Fig. 1: run 1, clock wires, drivers and flops
(4 px per um)
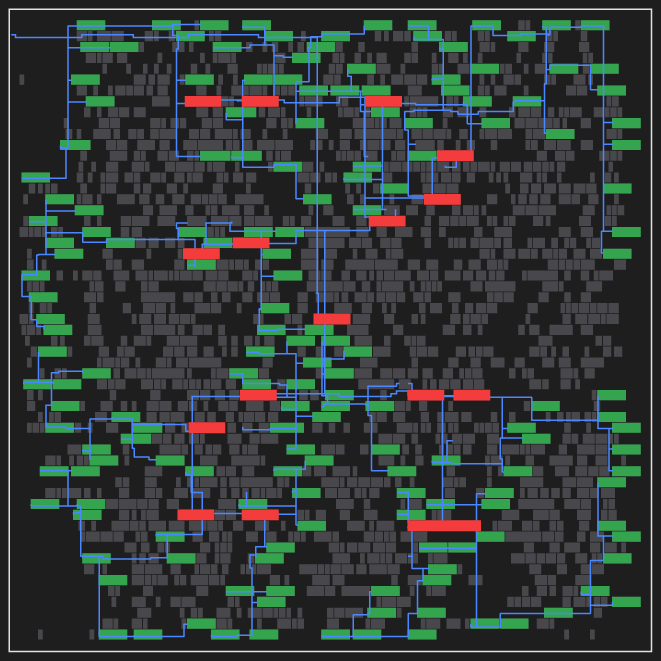
Fig. 2: run 1, the metal 2 layer
(2 px per um)
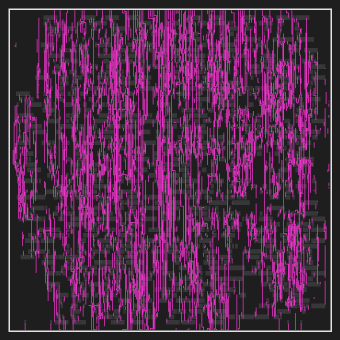
Fig. 3: run 1, pin placement
(1.5 px per um) Pins as bars across the die edge, other pins in gray.
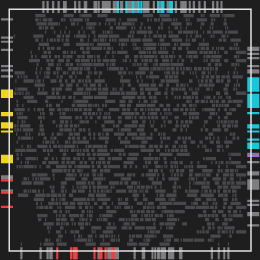
Fig. 4: run 1, clock nets
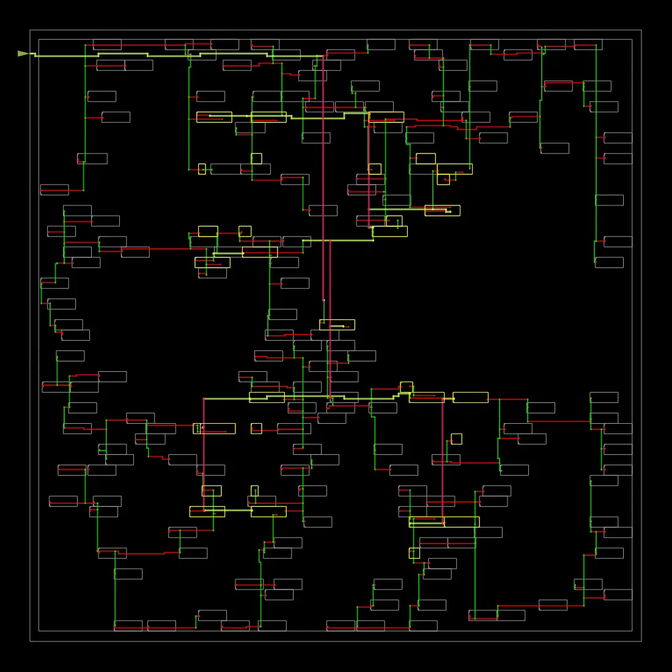
`src/rtl/onchip_mem_tester_pkg.sv`:
```
`default_nettype none
//==============================================================================
// Module      : onchip_mem_tester_pkg
// Description : Shared state encoding and default widths for the on-chip
//               memory tester.
// Revision    : 1.0 - initial release
//==============================================================================
package onchip_mem_tester_pkg;

   localparam int c_ADDR_W_DEF = 13;
   localparam int c_DATA_W_DEF = 32;
   localparam int c_RD_LAT_DEF = 1;

   typedef enum logic [2:0] {
      ST_IDLE  = 3'd0,
      ST_WRITE = 3'd1,
      ST_READ  = 3'd2,
      ST_DRAIN = 3'd3,
      ST_DONE  = 3'd4
   } state_t;

endpackage
`default_nettype wire

```
`src/rtl/onchip_mem_tester_if.sv`:
```
`default_nettype none
//==============================================================================
// Module      : onchip_mem_tester_if
// Description : Avalon-MM style bus between the tester (master) and the
//               on-chip memory under test (slave).
// Revision    : 1.0 - initial release
//==============================================================================
interface onchip_mem_tester_if
   import onchip_mem_tester_pkg::*;
#(
   parameter int ADDR_W = c_ADDR_W_DEF,
   parameter int DATA_W = c_DATA_W_DEF
) ();

   logic [ADDR_W-1:0]   address;
   logic                chipselect;
   logic                write;
   logic [DATA_W/8-1:0] byteenable;
   logic [DATA_W-1:0]   writedata;
   logic                clken;
   logic [DATA_W-1:0]   readdata;

   modport master (
      output address, chipselect, write, byteenable, writedata, clken,
      input  readdata
   );

   modport slave (
      input  address, chipselect, write, byteenable, writedata, clken,
      output readdata
   );

endinterface
`default_nettype wire

```
`src/rtl/onchip_mem_tester_mem_pattern_gen.sv`:
```
`default_nettype none
//==============================================================================
// Module      : mem_pattern_gen
// Description : Test pattern for one index: address = base + index (wrapping
//               at the top of memory), data = seed + index.
// Revision    : 1.0 - initial release
//==============================================================================
module mem_pattern_gen
   import onchip_mem_tester_pkg::*;
#(
   parameter int ADDR_W = c_ADDR_W_DEF,
   parameter int DATA_W = c_DATA_W_DEF
) (
   input  logic [ADDR_W-1:0] base,
   input  logic [DATA_W-1:0] seed,
   input  logic [ADDR_W:0]   index,
   output logic [ADDR_W-1:0] addr,
   output logic [DATA_W-1:0] data
);

   // Index never exceeds 2^ADDR_W-1, so its low bits are the full offset
   assign addr = base + index[ADDR_W-1:0];
   assign data = seed + DATA_W'(index);

endmodule
`default_nettype wire

```
`src/rtl/onchip_mem_tester.sv`:
```
`default_nettype none
//==============================================================================
// Module      : onchip_mem_tester
// Description : Writes an incrementing pattern over a window of on-chip
//               memory, reads it back and counts mismatches.
// Revision    : 1.0 - initial release
//==============================================================================
module onchip_mem_tester
   import onchip_mem_tester_pkg::*;
#(
   parameter int ADDR_W = c_ADDR_W_DEF,
   parameter int DATA_W = c_DATA_W_DEF,
   parameter int RD_LAT = c_RD_LAT_DEF
) (
   input  logic                 clk,
   input  logic                 reset_n,
   input  logic                 start,
   input  logic [ADDR_W-1:0]    base_addr,
   input  logic [ADDR_W:0]      word_count,
   input  logic [DATA_W-1:0]    seed,
   output logic                 busy,
   output logic                 done,
   output logic                 pass,
   output logic [ADDR_W:0]      err_count,
   output logic [ADDR_W-1:0]    first_err_addr,
   onchip_mem_tester_if.master  avm
);

   localparam logic [ADDR_W:0] c_IDX_ONE    = (ADDR_W+1)'(1);
   localparam logic [1:0]      c_DRAIN_LAST = 2'(RD_LAT - 1);

   state_t              r_state;
   logic [ADDR_W-1:0]   r_base;
   logic [ADDR_W:0]     r_count;
   logic [DATA_W-1:0]   r_seed;
   logic [ADDR_W:0]     r_idx;
   logic [1:0]          r_drain;
   logic                r_busy;
   logic                r_done;
   logic                r_pass;
   logic [ADDR_W:0]     r_err_count;
   logic [ADDR_W-1:0]   r_first_err_addr;
   logic [ADDR_W-1:0]   r_address;
   logic [DATA_W-1:0]   r_writedata;
   logic                r_cs;
   logic                r_wr;
   logic [RD_LAT-1:0]   r_pipe_vld;
   logic [ADDR_W:0]     r_pipe_idx [RD_LAT];

   logic                w_last;
   logic [ADDR_W:0]     w_next_idx;
   logic [ADDR_W-1:0]   w_gen_addr;
   logic [DATA_W-1:0]   w_gen_data;
   logic [ADDR_W-1:0]   w_exp_addr;
   logic [DATA_W-1:0]   w_exp_data;
   logic                w_mismatch;
   logic [ADDR_W:0]     w_err_next;

   // r_idx is the index currently on the bus; the generator looks one ahead
   assign w_last     = ((r_idx + c_IDX_ONE) == r_count);
   assign w_next_idx = w_last ? '0 : (r_idx + c_IDX_ONE);

   mem_pattern_gen #(
      .ADDR_W (ADDR_W),
      .DATA_W (DATA_W)
   ) u_gen_issue (
      .base   (r_base),
      .seed   (r_seed),
      .index  (w_next_idx),
      .addr   (w_gen_addr),
      .data   (w_gen_data)
   );

   mem_pattern_gen #(
      .ADDR_W (ADDR_W),
      .DATA_W (DATA_W)
   ) u_gen_check (
      .base   (r_base),
      .seed   (r_seed),
      .index  (r_pipe_idx[RD_LAT-1]),
      .addr   (w_exp_addr),
      .data   (w_exp_data)
   );

   assign w_mismatch = r_pipe_vld[RD_LAT-1] && (avm.readdata != w_exp_data);
   assign w_err_next = r_err_count + (w_mismatch ? c_IDX_ONE : '0);

   // Run sequencer, read-return pipeline and mismatch bookkeeping
   always_ff @(posedge clk) begin
      if (!reset_n) begin
         r_state          <= ST_IDLE;
         r_base           <= '0;
         r_count          <= '0;
         r_seed           <= '0;
         r_idx            <= '0;
         r_drain          <= '0;
         r_busy           <= 1'b0;
         r_done           <= 1'b0;
         r_pass           <= 1'b0;
         r_err_count      <= '0;
         r_first_err_addr <= '0;
         r_address        <= '0;
         r_writedata      <= '0;
         r_cs             <= 1'b0;
         r_wr             <= 1'b0;
         r_pipe_vld       <= '0;
         for (int k = 0; k < RD_LAT; k++) begin
            r_pipe_idx[k] <= '0;
         end
      end else begin
         // Stage 0 captures the read on the bus this cycle; the last stage
         // lines up with the data returning now
         r_pipe_vld[0] <= (r_state == ST_READ);
         r_pipe_idx[0] <= r_idx;
         for (int k = 1; k < RD_LAT; k++) begin
            r_pipe_vld[k] <= r_pipe_vld[k-1];
            r_pipe_idx[k] <= r_pipe_idx[k-1];
         end

         if (w_mismatch) begin
            r_err_count <= w_err_next;
            if (r_err_count == '0) begin
               r_first_err_addr <= w_exp_addr;
            end
         end

         case (r_state)
            ST_IDLE, ST_DONE: begin
               if (start) begin
                  r_base           <= base_addr;
                  r_count          <= word_count;
                  r_seed           <= seed;
                  r_idx            <= '0;
                  r_err_count      <= '0;
                  r_first_err_addr <= '0;
                  if (word_count == '0) begin
                     r_state <= ST_DONE;
                     r_busy  <= 1'b0;
                     r_done  <= 1'b1;
                     r_pass  <= 1'b1;
                  end else begin
                     // Index 0 comes straight from the inputs being latched
                     r_state     <= ST_WRITE;
                     r_busy      <= 1'b1;
                     r_done      <= 1'b0;
                     r_pass      <= 1'b0;
                     r_cs        <= 1'b1;
                     r_wr        <= 1'b1;
                     r_address   <= base_addr;
                     r_writedata <= seed;
                  end
               end
            end

            ST_WRITE: begin
               r_idx     <= w_next_idx;
               r_address <= w_gen_addr;
               if (w_last) begin
                  r_state <= ST_READ;
                  r_wr    <= 1'b0;
               end else begin
                  r_writedata <= w_gen_data;
               end
            end

            ST_READ: begin
               if (w_last) begin
                  r_state <= ST_DRAIN;
                  r_cs    <= 1'b0;
                  r_drain <= '0;
               end else begin
                  r_idx     <= w_next_idx;
                  r_address <= w_gen_addr;
               end
            end

            ST_DRAIN: begin
               if (r_drain == c_DRAIN_LAST) begin
                  // The final compare lands on this same edge
                  r_state <= ST_DONE;
                  r_busy  <= 1'b0;
                  r_done  <= 1'b1;
                  r_pass  <= (w_err_next == '0);
               end else begin
                  r_drain <= r_drain + 2'd1;
               end
            end

            default: begin
               r_state <= ST_IDLE;
               r_busy  <= 1'b0;
               r_cs    <= 1'b0;
               r_wr    <= 1'b0;
            end
         endcase
      end
   end

   assign busy           = r_busy;
   assign done           = r_done;
   assign pass           = r_pass;
   assign err_count      = r_err_count;
   assign first_err_addr = r_first_err_addr;

   assign avm.address    = r_address;
   assign avm.chipselect = r_cs;
   assign avm.write      = r_wr;
   assign avm.byteenable = '1;
   assign avm.writedata  = r_writedata;
   assign avm.clken      = 1'b1;

endmodule
`default_nettype wire
```
`src/flat_wrapper.sv`:
```
// flat-port wrapper written by rule: the top's interface ports become plain ports
module onchip_mem_tester_flat import onchip_mem_tester_pkg::*;
#(
   parameter int ADDR_W = c_ADDR_W_DEF,
   parameter int DATA_W = c_DATA_W_DEF,
   parameter int RD_LAT = c_RD_LAT_DEF
)
  (clk, reset_n, start, base_addr, word_count, seed, busy, done, pass, err_count, first_err_addr, avm_address, avm_chipselect, avm_write, avm_byteenable, avm_writedata, avm_clken, avm_readdata);
  onchip_mem_tester_if #(.ADDR_W(ADDR_W), .DATA_W(DATA_W)) avm_i ();
  input  logic clk;
  input  logic reset_n;
  input  logic start;
  input  logic [ADDR_W-1:0] base_addr;
  input  logic [ADDR_W:0] word_count;
  input  logic [DATA_W-1:0] seed;
  output logic busy;
  output logic done;
  output logic pass;
  output logic [ADDR_W:0] err_count;
  output logic [ADDR_W-1:0] first_err_addr;
  output wire logic [$bits(avm_i.address)-1:0] avm_address;
  output wire logic [$bits(avm_i.chipselect)-1:0] avm_chipselect;
  output wire logic [$bits(avm_i.write)-1:0] avm_write;
  output wire logic [$bits(avm_i.byteenable)-1:0] avm_byteenable;
  output wire logic [$bits(avm_i.writedata)-1:0] avm_writedata;
  output wire logic [$bits(avm_i.clken)-1:0] avm_clken;
  input wire logic [$bits(avm_i.readdata)-1:0] avm_readdata;
  assign avm_address = avm_i.address;
  assign avm_chipselect = avm_i.chipselect;
  assign avm_write = avm_i.write;
  assign avm_byteenable = avm_i.byteenable;
  assign avm_writedata = avm_i.writedata;
  assign avm_clken = avm_i.clken;
  assign avm_i.readdata = avm_readdata;
  onchip_mem_tester #(.ADDR_W(ADDR_W), .DATA_W(DATA_W), .RD_LAT(RD_LAT)) u_core (.clk(clk), .reset_n(reset_n), .start(start), .base_addr(base_addr), .word_count(word_count), .seed(seed), .busy(busy), .done(done), .pass(pass), .err_count(err_count), .first_err_addr(first_err_addr), .avm(avm_i));
endmodule
```
`config.mk`:
```
export PLATFORM = sky130hd
export DESIGN_NAME = onchip_mem_tester_flat
export DESIGN_NICKNAME = d
export VERILOG_FILES = /design/src/rtl/onchip_mem_tester_pkg.sv /design/src/rtl/onchip_mem_tester_if.sv /design/src/rtl/onchip_mem_tester_mem_pattern_gen.sv /design/src/rtl/onchip_mem_tester.sv /design/src/flat_wrapper.sv
export SDC_FILE = /design/constraint.sdc
export NUM_CORES = 1
export LEC_CHECK = 0
export CAP_MARGIN = 20
export CORE_MARGIN = 2
export CORE_UTILIZATION = 45
export CTS_CLUSTER_DIAMETER = 150
export CTS_CLUSTER_SIZE = 10
export DETAILED_ROUTE_END_ITERATION = 10
export DONT_BUFFER_PORTS = 1
export PLACE_DENSITY_LB_ADDON = 0.08
export SYNTH_ARGS = -nofsm -noshare
export SYNTH_HDL_FRONTEND = slang
export SYNTH_SLANG_ARGS = --single-unit
```
`constraint.sdc`:
```
create_clock -name clk -period 4.9 [get_ports clk]
set_clock_uncertainty 0.1 [all_clocks]
set_input_delay 0.735 -clock clk [delete_from_list [all_inputs] [get_ports clk]]
set_output_delay 0.735 -clock clk [all_outputs]
set_load 0.005 [all_outputs]
```
==> run notes, run 1 <==
run results: Hold WS=0.3218 ns, met3 Use GR=4.545%, Gate power share=18.4%, layout filler cell count=2356, reg2reg end=u_core.pass, Crit path max-delay family=simple AND/OR/NAND/NOR gates, XORs/XNORs by Area=10.27%, hold_buf cts=0, tool warnings=28, Syn Std Cell Area=10980 um2, Top-area cell share=30.99%, status=completed, Synth area leader=dfxtp_1, most frequent cells in the layout=nand2_1 (209), buf_4 (174), dfxtp_1 (163), nor2_1 (138), a21oi_1 (127), hold path cells=2, CTS H-tree lvls=4, max incr delay on CP=0.54 ns, Root Driver=clkbuf_16, met1 GRT Util=37.43%, total negative slack=0 ns
About Fig. 1:
[red] cells driving clock nets | count: 17
[green] flip-flops | count: 170
[blue] clock wires | length: 2360 um
routed clock nets: 18
Latency at later pin: 0.44 ns
clock share of power: 36.9%
Clk power: 1.30 mW

About Fig. 2:
main direction: vertical
share of all routed wire: 47%
longest straight run: 88.4 um
wire length on this layer: 16500 um
total number of vias: 10380
final WL: 35290 um

About Fig. 3:
[yellow] `word_count` | pins: 14 | direction: input | edge: left
[purple] `avm_chipselect` | pins: 1 | direction: output | edge: right
[red] `base_addr` | pins: 13 | direction: input | edge: 10 bottom, 3 left
[cyan] `avm_readdata` | pins: 32 | direction: input | edge: 22 right, 10 top
all pins by edge: 62 top, 44 right, 43 bottom, 27 left
die span in y: 160.2 um
IO buf count: 0
Die Wd: 160.2 um

About Fig. 4:
registers: 170
CTS Buf Count: 17
Clock Buffer Count: 20
Clock Sinks: 170

==> inputs of run 2 (changes only) <==
--- a/config.mk
+++ b/config.mk
@@ -7,12 +7,13 @@
 export LEC_CHECK = 0
 export CAP_MARGIN = 20
 export CORE_MARGIN = 2
-export CORE_UTILIZATION = 45
+export CORE_UTILIZATION = 40
 export CTS_CLUSTER_DIAMETER = 150
 export CTS_CLUSTER_SIZE = 10
 export DETAILED_ROUTE_END_ITERATION = 10
 export DONT_BUFFER_PORTS = 1
 export PLACE_DENSITY_LB_ADDON = 0.08
+export SKIP_CTS_REPAIR_TIMING = 1
 export SYNTH_ARGS = -nofsm -noshare
 export SYNTH_HDL_FRONTEND = slang
 export SYNTH_SLANG_ARGS = --single-unit
Fig. 5: run 2, placement by cell class
(2 px per um) Fill, decap, tap and diode cells in gray.
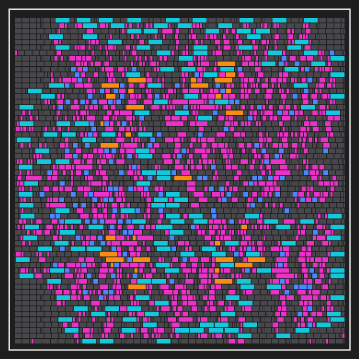
[magenta] all other logic | cells: 1154
[cyan] flip-flops | cells: 170
[orange] clock drivers and dummy loads | cells: 32
[blue] other buffers and delay cells | cells: 170

==> run notes, run 2 <==
run results: XORs/XNORs by Area=10.27%, max incr delay on CP=0.59 ns, met1 GRT Util=33.25%, hold path cells=2, Die Wd=169.7 um, Post-Syn Instances=1408, total negative slack=0 ns, reg2reg end=u_core.pass, die span in y=169.7 um, registers=170, layout filler cell count=2737, total number of vias=10390, Clock Sinks=170, IO buf count=0, hold path start=seed[18], most frequent cells in the layout=nand2_1 (209), buf_4 (169), dfxtp_1 (163), nor2_1 (138), a21oi_1 (128), Root Driver=clkbuf_16, endpoints failing setup=0, status=completed, GRT overflow=0, CTS H-tree lvls=4, Synth area leader=dfxtp_1, tool warnings=28, Top-area cell share=30.99%, Gate power share=18.6%, met3 Use GR=4.734%, Crit path max-delay family=simple AND/OR/NAND/NOR gates, Clock Buffer Count=20, Clk power=1.32 mW, Hold WS=0.3116 ns
Fig. 6: run 2, clock wires, drivers and flops
(3 px per um)
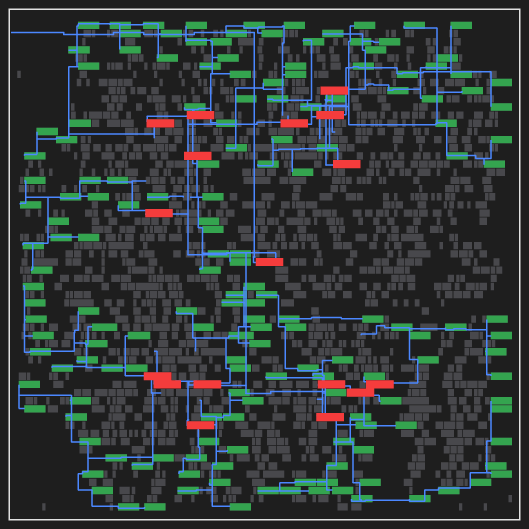
[green] flip-flops | count: 170
[red] cells driving clock nets | count: 17
[blue] clock wires | length: 2560 um
flops lie: widely spread
clock share of power: 37.2%
Latency at later pin: 0.45 ns

Power and IR drop assume default switching activity.
